`src/rtl/pe_dot_sequencer.sv`:
```
`default_nettype none
// ============================================================================
// Module   : pe_dot_sequencer (with helper pe)
// Brief    : Drives one registered multiplier through a dot product over the
//            weight/activation buffers. Define PE_SEQ_SAT_EN to clamp the
//            returned result to 2^DATA_WIDTH-1.
// Revision : 1.0 - initial release
// ============================================================================

module pe #(
   parameter int DATA_WIDTH = 8
) (
   input  logic                  clk,
   input  logic                  rst,
   input  logic [DATA_WIDTH-1:0] w,
   input  logic [DATA_WIDTH-1:0] x,
   output logic [DATA_WIDTH-1:0] y
);
   // Product is evaluated at operand width, so the upper half is dropped here.
   logic [DATA_WIDTH-1:0] w_prod;

   assign w_prod = w * x;

   always_ff @(posedge clk or posedge rst) begin
      if (rst) y <= '0;
      else     y <= w_prod;
   end
endmodule

module pe_dot_sequencer #(
   parameter int DATA_WIDTH = 8,
   parameter int ACC_WIDTH  = 24,
   parameter int ADDR_WIDTH = 10,
   parameter int LEN_WIDTH  = 10
) (
   input  logic                  clk,
   input  logic                  rst,
   input  logic                  start_valid,
   output logic                  start_ready,
   input  logic [LEN_WIDTH-1:0]  start_len,
   input  logic [ADDR_WIDTH-1:0] w_base,
   input  logic [ADDR_WIDTH-1:0] x_base,
   output logic                  rd_en,
   output logic [ADDR_WIDTH-1:0] w_addr,
   output logic [ADDR_WIDTH-1:0] x_addr,
   input  logic [DATA_WIDTH-1:0] w_rdata,
   input  logic [DATA_WIDTH-1:0] x_rdata,
   output logic                  result_valid,
   input  logic                  result_ready,
   output logic [ACC_WIDTH-1:0]  result,
   output logic                  busy
);
   typedef enum logic [1:0] {
      S_IDLE  = 2'd0,
      S_FETCH = 2'd1,
      S_DRAIN = 2'd2,
      S_DONE  = 2'd3
   } state_t;

   state_t                r_state;
   logic [LEN_WIDTH-1:0]  r_len;
   logic [LEN_WIDTH-1:0]  r_cnt;
   logic [ACC_WIDTH-1:0]  r_acc;
   logic [1:0]            r_tag;
   logic [DATA_WIDTH-1:0] w_y;
   logic [ACC_WIDTH-1:0]  w_acc_add;
   logic [ACC_WIDTH-1:0]  w_acc_next;
   logic [ACC_WIDTH-1:0]  w_result_next;

   pe #(.DATA_WIDTH(DATA_WIDTH)) u_pe (
      .clk (clk),
      .rst (rst),
      .w   (w_rdata),
      .x   (x_rdata),
      .y   (w_y)
   );

   assign w_acc_add  = r_acc + ACC_WIDTH'(w_y);
   assign w_acc_next = r_tag[1] ? w_acc_add : r_acc;

`ifdef PE_SEQ_SAT_EN
   localparam logic [ACC_WIDTH-1:0] c_sat_max = ACC_WIDTH'((1 << DATA_WIDTH) - 1);
   assign w_result_next = (w_acc_next > c_sat_max) ? c_sat_max : w_acc_next;
`else
   assign w_result_next = w_acc_next;
`endif

   always_ff @(posedge clk or posedge rst) begin
      if (rst) begin
         r_state      <= S_IDLE;
         r_len        <= '0;
         r_cnt        <= '0;
         r_acc        <= '0;
         r_tag        <= '0;
         start_ready  <= 1'b1;
         rd_en        <= 1'b0;
         w_addr       <= '0;
         x_addr       <= '0;
         result_valid <= 1'b0;
         result       <= '0;
         busy         <= 1'b0;
      end else begin
         // tag[0] lines up with buffer data, tag[1] with the pe product
         r_tag <= {r_tag[0], rd_en};
         if (r_tag[1]) r_acc <= w_acc_add;

         case (r_state)
            S_IDLE: begin
               if (start_valid && start_ready) begin
                  start_ready <= 1'b0;
                  busy        <= 1'b1;
                  r_len       <= start_len;
                  r_cnt       <= '0;
                  r_acc       <= '0;
                  w_addr      <= w_base;
                  x_addr      <= x_base;
                  if (start_len == '0) begin
                     result       <= '0;
                     result_valid <= 1'b1;
                     r_state      <= S_DONE;
                  end else begin
                     rd_en   <= 1'b1;
                     r_state <= S_FETCH;
                  end
               end
            end
            S_FETCH: begin
               r_cnt  <= r_cnt + LEN_WIDTH'(1);
               w_addr <= w_addr + ADDR_WIDTH'(1);
               x_addr <= x_addr + ADDR_WIDTH'(1);
               if (r_cnt == r_len - LEN_WIDTH'(1)) begin
                  rd_en   <= 1'b0;
                  r_state <= S_DRAIN;
               end
            end
            S_DRAIN: begin
               // Last product is on the pe output when only tag[1] is set.
               if (r_tag[1] && !r_tag[0]) begin
                  result       <= w_result_next;
                  result_valid <= 1'b1;
                  r_state      <= S_DONE;
               end
            end
            S_DONE: begin
               if (result_ready) begin
                  result_valid <= 1'b0;
                  busy         <= 1'b0;
                  start_ready  <= 1'b1;
                  r_state      <= S_IDLE;
               end
            end
            default: r_state <= S_IDLE;
         endcase
      end
   end
endmodule
`default_nettype wire
```
`config.mk`:
```
export PLATFORM = sky130hd
export DESIGN_NAME = pe_dot_sequencer
export DESIGN_NICKNAME = d
export VERILOG_FILES = /design/src/rtl/pe_dot_sequencer.sv
export SDC_FILE = /design/constraint.sdc
export NUM_CORES = 1
export LEC_CHECK = 0
export CORE_UTILIZATION = 59
export DETAILED_ROUTE_END_ITERATION = 16
export GPL_TIMING_DRIVEN = 0
export PLACE_DENSITY_LB_ADDON = 0.15
export SYNTH_ARGS = -nofsm -noshare
export SYNTH_HDL_FRONTEND = slang
export SYNTH_SLANG_ARGS = --single-unit
```
`constraint.sdc`:
```
create_clock -name clk -period 9.48 [get_ports clk]
set_input_delay 0.948 -clock clk [delete_from_list [all_inputs] [get_ports clk]]
set_output_delay 0.948 -clock clk [all_outputs]
set_load 0.01 [all_outputs]
```
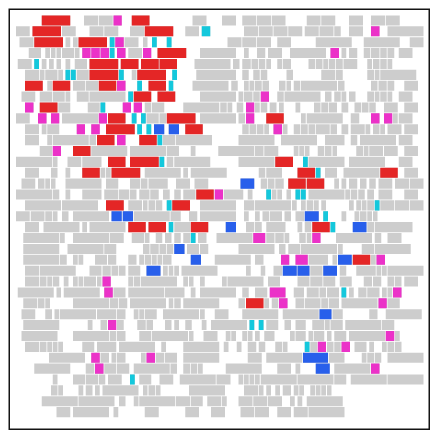
*Logic cells by family, run 1*
(4 px per µm)
and/or cells: drawn in magenta, cells 46, where all over the die. non-inverting ao/oa cells: drawn in blue, cells 18. inv cells: drawn in cyan, cells 36. fa/ha/maj cells: drawn in red, cells 46.
Final Non-Filler Cells: 939
Comb/total area: 0.445

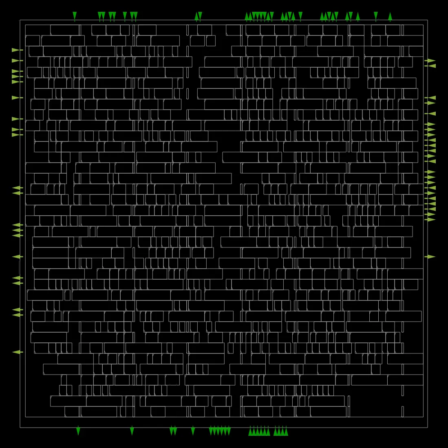
*Placed standard cells, run 1*
Rows: 37
fraction of area in registers: 0.343
Fillers: 787
Finished Core Util: 0.738

==> results_slide.txt, run 1 <==
Key Metrics from the Run

Run status
  – Status: complete, no violations

Setup path
  – CP required: 9790 ps
  – Worst Path Arrival: 4700 ps
  – Crit path largest cell delay: 630 ps
  – FF-to-FF setup slack: 6780 ps
  – Slowest CP cell: clkdlybuf4s50_1
  – CP dominant cell by count: fa_1
  – Crit start category: input port
  – Worst-path maximum fanout: 7
  – Worst path top cell family by delay: adder cells
  – Crit path cell chain: clkdlybuf4s50_1 > nand2_1 > fa_1 > fa_1 > inv_1 > fa_1 > inv_1 > fa_1 > inv_1 > ha_1 > a21oi_1 > xnor2_1 > xnor2_1

Place
  – Placed wire-length estimate: 11300 µm
  – Placed insts: 923
  – IO buf count: 97
  – Post-DP Area: 7380 µm²
  – Placer Congestion: 0.889

Job
  – Max cap viols: 0
  – Stage-log warning count: 30

Logic synthesis
  – Top non-seq family: simple AND/OR/NAND/NOR gates
  – Number of enable flip-flop cells: 0
  – Mapped cell area: 6210 µm²
  – Xor/xnor share: 0.0733
  – Synth Instances: 689
  – Synthesized area per cell: 9.02 µm²
  – MUX share of area: 0.0163
  – Yosys stat chip area: 6210 µm²
  – Synth warn: 0
  – Seq share, synth: 0.419
  – Yosys reg bits: 104
  – Post-Synth Adder-Cell Area: 0.108
  – Leading area contributor after synthesis: dfrtp_1
  – Post-synth area hogs: dfrtp_1, ha_1, nand2_1
  – Syn Nets: 785
  – Yosys Instances: 689
  – Asr flop ratio synth: 1.00

Die
  – Die Ht: 105 µm
  – Die X: 105 µm
  – Io pins: 98
  – Tapcell Cnt: 136
  – Core Area: 10300 µm²

GRT
  – Number of antenna violations at the first check in global routing: 0
  – First-pass GRT wire length: 25800 µm
  – Gr ovfl total: 0
  – GR Layer Usage met1: 0.365
  – Largest net degree at the start of global routing: 76
  – Grt met2 use: 0.512

STA
  – RSZ-0062 raised after global routing: false
  – Worst relative slew slack: 0.429
  – Worst Skew: 11.6 ps
  – Final worst-path cycle share: 0.463
  – Worst slew pin tran: 856 ps
  – Final setup violation count: 0
  – WHS: 402 ps

Finish
  – Dominant logic cell types in the final layout: nand2_1, dfrtp_1, clkdlybuf4s50_1
  – Clk cell area share: 0.0264
  – Largest regs: r_acc: 24 flops, result: 24 flops
  – Dominant kind of cell: combinational gates
  – Nonclk inv count: 36
  – Area Growth Syn to Fin: 22.1%
  – # nets final: 894
  – Reg area: 2600 µm²
  – Layout cells sized above 1: 0.0349
  – N_diodes: 0

Clocking
  – Clock root cell: clkbuf_8
  – TritonCTS clock tree: done
  – Post-cts resize count: 0
  – CTS Buffer Depth: 2
  – Clk slew on worst S/H paths: 110 ps
  – CTS Sinks: 104
  – H-tree levels: 3
  – CTS Buf Count: 9

Drt
  – DRT met1 WL: 6240 µm
  – Met3 wire length: 906 µm
  – WL met2: 7820 µm
  – Wire length per cell: 16.2 µm
  – Top layer in use: met4

Worst hold path
  – Worst min path class: register to register

Pwr
  – Peak supply drop: 0.0961 mV
  – P_leak: 3.24 nW
  – Power Dens Cells: 129 nW/µm²
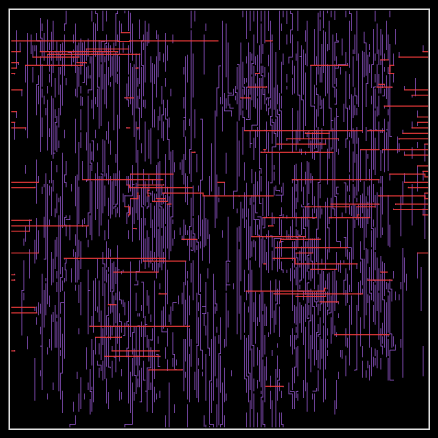
*Signal wires by layer, run 1*
(4 px per µm) Only two layers are drawn.
M2: drawn in purple, wire length 7820 µm. M3: drawn in red, wire length 906 µm.

==> run 1: worst paths after layout <==
path / to / startpoint / depth (start not counted)
max: u_pe.y[7] / w_rdata[1] / 13
min reg2reg: r_tag[1] / r_tag[0] / 0
min: r_tag[1] / r_tag[0] / 0
max in group asynchronous: r_len[6] / rst / 3
max reg2reg: w_addr[2] / r_state[1] / 8
min in group asynchronous: x_addr[7] / rst / 2
==> run 1: kinds of logic after synthesis <==
group,count (synthesis)
xor+xnor,52
compound gates,150
flops,104
mux,10
fa+ha+maj,46
buf+inv,62
simple gates,265
==> run 1: power by group <==
part	switching (mW)	internal, mW	total, mW
registers	0.00750	0.456	0.464
logic	0.127	0.105	0.233
clock network	0.163	0.115	0.278
total	0.298	0.677	0.975
### Close-up of the layout, run 1

Window x 37 to 67, y 37 to 67 µm. Cells in grey, sequential cells in the stronger grey; small squares are vias.
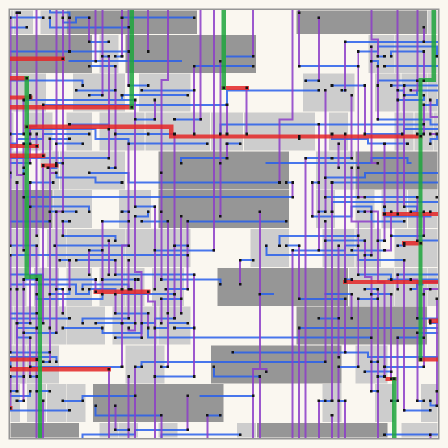

==> run 2, diff against run 1 <==
--- a/config.mk
+++ b/config.mk
@@ -5,7 +5,7 @@
 export SDC_FILE = /design/constraint.sdc
 export NUM_CORES = 1
 export LEC_CHECK = 0
-export CORE_UTILIZATION = 59
+export CORE_UTILIZATION = 55
 export DETAILED_ROUTE_END_ITERATION = 16
 export GPL_TIMING_DRIVEN = 0
 export PLACE_DENSITY_LB_ADDON = 0.15
==> constraint.sdc (replaced) <==
create_clock -name clk -period 4.6 [get_ports clk]
set_input_delay 0.46 -clock clk [delete_from_list [all_inputs] [get_ports clk]]
set_output_delay 0.46 -clock clk [all_outputs]
set_load 0.01 [all_outputs]
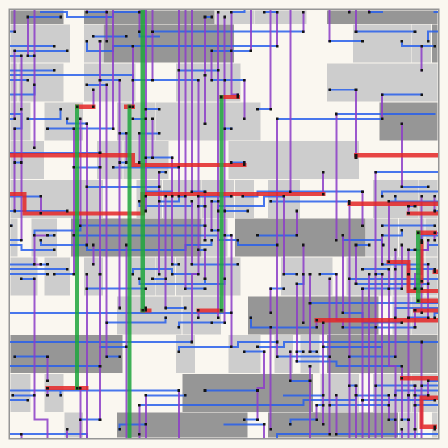
*Close-up of the layout, run 2*
Window x 39 to 69, y 39 to 69 µm. Cells in grey, sequential cells in the stronger grey; small squares are vias.
M3: drawn in red. M1: drawn in blue. M4: drawn in green. M2: drawn in purple.
Netlist names of flops here include `r_acc` (4), `r_tag` (2). Sequential cells in the window: 9. 60 logic cells have their middle in the window. Most frequent: dfrtp_1 (9), nor2_1 (5).

==> results_slide.txt, run 2 <==
Key Metrics from the Run

Logic synthesis
  – Syn Nets: 785 (unchanged)
  – Mapped cell area: 6210 µm² (unchanged)
  – Post-Synth Adder-Cell Area: 0.108 (unchanged)
  – Asr flop ratio synth: 1.00 (unchanged)
  – Number of enable flip-flop cells: 0 (unchanged)
  – Leading area contributor after synthesis: dfrtp_1
  – MUX share of area: 0.0163 (unchanged)
  – Synth Instances: 689 (unchanged)
  – Synth warn: 0 (unchanged)

Finish
  – N_diodes: 0 (unchanged)
  – # nets final: 894 (unchanged)
  – Finished Core Util: 0.702 (-0.0356)
  – Area Growth Syn to Fin: 23.6%

Drt
  – Met3 wire length: 803 µm (-11%)
  – Wire length per cell: 15.7 µm (-3.5%)
  – DRT met1 WL: 6260 µm (+0.26%)
  – Top layer in use: met4

GRT
  – Number of antenna violations at the first check in global routing: 0 (unchanged)
  – Gr ovfl total: 0 (unchanged)
  – First-pass GRT wire length: 24300 µm (-5.5%)

STA
  – Worst relative slew slack: 0.373 (-0.0562)
  – Final setup violation count: 0 (unchanged)
  – Final worst-path cycle share: 0.849
  – Worst Skew: 10.7 ps (-0.933 ps)

Clocking
  – CTS Buf Count: 9 (unchanged)
  – Clock root cell: clkbuf_16
  – CTS Buffer Depth: 2 (unchanged)
  – TritonCTS clock tree: done
  – Post-cts resize count: 0 (unchanged)
  – CTS Sinks: 104 (unchanged)
  – Clk slew on worst S/H paths: 80 ps (-30 ps)

Setup path
  – Slowest CP cell: clkdlybuf4s50_1
  – FF-to-FF setup slack: 1960 ps (-4820 ps)
  – Worst Path Arrival: 4170 ps (-530 ps)
  – R2R cell count: 8 (unchanged)
  – Worst R2R End: w_addr[1]
  – Crit path cell chain: clkdlybuf4s50_1 > nand2_1 > fa_1 > fa_1 > inv_1 > fa_1 > inv_1 > fa_1 > inv_1 > ha_1 > a21oi_1 > xnor2_1 > xnor2_1
  – CP dominant cell by count: fa_1

Pwr
  – Power Dens Cells: 284 nW/µm² (+120%)
  – Clk power: 0.753 mW (+170%)
  – Switching power share of the total: 0.294 (-0.0118)
  – Sequential Power Share: 0.437 (-0.039)
  – Comb pwr share: 0.217 (-0.022)

Run status
  – Status: complete, no violations

Place
  – Post-DP Area: 7390 µm² (about the same)
  – Placed wire-length estimate: 10900 µm (-3.5%)

Worst hold path
  – Hold Crit Start: r_tag[0]

Die
  – Die Ht: 108 µm (+3.5%)
  – Io pins: 98 (unchanged)
  – Core Area: 10900 µm² (+6.4%)
  – Die X: 108 µm (+3.5%)
==> run 2: cell counts after synthesis <==
Identical to the previous run, type by type.
==> run 2: worst max path at each step <==
stage               startpoint          to  slack (ps)  cells after the start
finish              w_rdata[1]   u_pe.y[7]         700                     13
global route        w_rdata[1]   u_pe.y[7]         460                     13
CTS                 w_rdata[1]   u_pe.y[7]         690                     13
detailed placement  w_rdata[1]   u_pe.y[7]         320                     13
global placement           rst  result[18]         -60                      2
floorplan           x_rdata[4]   u_pe.y[7]        1180                     12
==> run 2: cell type report <==
class / instances / area share
plain buffers: 26 / 0.0129
flip-flops and latches: 104 / 0.339
repair buffers: 98 / 0.130
inverters: 36 / 0.0179
clock inverters: 6 / 0.00815
multi-input cells: 523 / 0.439
clock buffers: 10 / 0.0298
well taps: 140 / 0.0228
### Wiring heat map, run 2

(2 px per µm) 22 x 22 tiles, from dark purple (low) to yellow (high), scaled to the fullest tile. Values are wire area over tile area, all layers added.
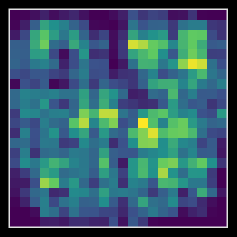

==> run 3, diff against run 2 <==
--- a/config.mk
+++ b/config.mk
@@ -5,7 +5,7 @@
 export SDC_FILE = /design/constraint.sdc
 export NUM_CORES = 1
 export LEC_CHECK = 0
-export CORE_UTILIZATION = 55
+export CORE_UTILIZATION = 49
 export DETAILED_ROUTE_END_ITERATION = 16
 export GPL_TIMING_DRIVEN = 0
 export PLACE_DENSITY_LB_ADDON = 0.15
==> constraint.sdc (replaced) <==
create_clock -name clk -period 3.19 [get_ports clk]
set_input_delay 0.319 -clock clk [delete_from_list [all_inputs] [get_ports clk]]
set_output_delay 0.319 -clock clk [all_outputs]
set_load 0.01 [all_outputs]
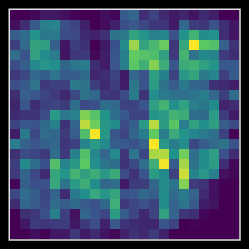
*Wiring heat map, run 3*
(2 px per µm) 23 x 23 tiles, from dark purple (low) to yellow (high), scaled to the fullest tile. Values are wire area over tile area, all layers added.
The mean over all tiles is 0.19. The fullest tile reaches 0.61. 7.6% of the tiles are nearly empty. 19% of the tiles are over half the peak.
routed wire length: 15500 µm
wire length per cell: 16.0 µm
via count: 5444

==> results_slide.txt, run 3 <==
Key Metrics from the Run

Run status
  – Status: complete, no violations

STA
  – Worst relative slew slack: 0.327 (-0.0465)
  – Pins Over Slew Limit: 0
  – Final worst-path cycle share: 0.954
  – Setup Total Neg Slack: 0 ps
  – Worst Skew: 11.3 ps (+0.626 ps)
  – Final setup violation count: 0 (unchanged)
  – Final number of hold-violating endpoints: 0

Die
  – Core Area: 12200 µm² (+11%)
  – Die X: 115 µm (+5.8%)
  – Io pins: 98 (unchanged)
  – Die Ht: 115 µm (+5.8%)

Pwr
  – Power Dens Cells: 419 nW/µm² (+48%)
  – Clk power: 1.14 mW (+51%)
  – Sequential Power Share: 0.424 (-0.013)
  – Comb pwr share: 0.226 (+0.009)
  – P_leak: 3.28 nW
  – Switching power share of the total: 0.307 (+0.0134)

Place
  – Placed wire-length estimate: 11200 µm (+2.8%)
  – Placer Congestion: 0.864
  – Post-DP Area: 7440 µm² (+0.66%)

Clocking
  – CTS Buffer Depth: 2 (unchanged)
  – TritonCTS clock tree: done
  – CTS Sinks: 104 (unchanged)
  – Clk slew on worst S/H paths: 80 ps (about the same)
  – CTS Buf Count: 9 (unchanged)
  – Clock root cell: clkbuf_16

GRT
  – First-pass GRT wire length: 25100 µm (+3.1%)
  – Number of antenna violations at the first check in global routing: 0 (unchanged)
  – Gr ovfl total: 0 (unchanged)

Finish
  – Finished Core Util: 0.637 (-0.0657)
  – Area Growth Syn to Fin: 24.6%
  – Clk cell area share: 0.0401 (+0.00212)
  – # nets final: 894 (unchanged)
  – Fraction of area in registers: 0.336 (-0.00274)
  – Comb/total area: 0.443 (+0.00340)
  – Clock buffers: 9 (-1)
  – N_diodes: 0 (unchanged)
  – Non-clk buf share: 0.136 (-0.00697)
  – Non-Clock Buffer Count: 124 (unchanged)
  – Dominant kind of cell: combinational gates
  – Flip-flops: 104 (unchanged)
  – Post-route cell area: 7740 µm²
  – Dominant logic cell types in the final layout: nand2_1, dfrtp_1, clkdlybuf4s50_1
  – Nonclk inv count: 36 (unchanged)
  – #MultiIn Comb: 523 (unchanged)

Logic synthesis
  – Mapped cell area: 6210 µm² (unchanged)
  – Syn Nets: 785 (unchanged)
  – Yosys cell types: 54
  – Leading area contributor after synthesis: dfrtp_1
  – Number of enable flip-flop cells: 0 (unchanged)
  – Synth warn: 0 (unchanged)
  – Asr flop ratio synth: 1.00 (unchanged)
  – Synth Instances: 689 (unchanged)

Setup path
  – Crit path cell chain: clkdlybuf4s50_1 > and2_1 > ha_1 > ha_4 > fa_1 > inv_1 > fa_1 > inv_1 > ha_4 > a21oi_2 > xnor2_1 > xnor2_1
  – Crit path launch: x_rdata[6]
  – Critical Path Stages: 12 (-1)
  – FF-to-FF setup slack: 380 ps (-1580 ps)
  – Crit path largest cell delay: 530 ps
  – Worst Path Arrival: 3330 ps (-840 ps)
  – R2R cell count: 8 (unchanged)
  – Slowest CP cell: fa_1
  – Buf+Inv Stages, Crit Path: 3
  – CP endpoint: u_pe.y[7]
  – Worst R2R End: r_acc[0]

Worst hold path
  – Hold Crit Start: w_rdata[0]
  – Hold depth: 2
## run 3: cells by family (layout without fill, tap and decap cells)
| family | Yosys count | after routing | synth area share |
|---|---|---|---|
| AND-OR/OR-AND | 150 | 150 | 0.143 |
| AND/OR/NAND/NOR | 265 | 265 | 0.202 |
| buffers and inverters | 62 | 176 | 0.0377 |
| adder cells (fa/ha/maj) | 46 | 46 | 0.108 |
| multiplexers | 10 | 10 | 0.0163 |
| XOR/XNOR | 52 | 52 | 0.0733 |
| flip-flops | 104 | 104 | 0.419 |
## run 3: timing repair
item	4_1_cts	5_1_grt
pin swaps	1	0
hold buffers	0	0
resized	18	16
endpoints found under the setup margin	2	1
## run 3: routing by layer
layer,GRT usage,wire [µm]
met2,0.421,7590
met3,0.0424,828
met5,0,0
met1,0.309,6710
met4,0.0952,359
No activity file was given, so power comes from the tool's default toggle rates.
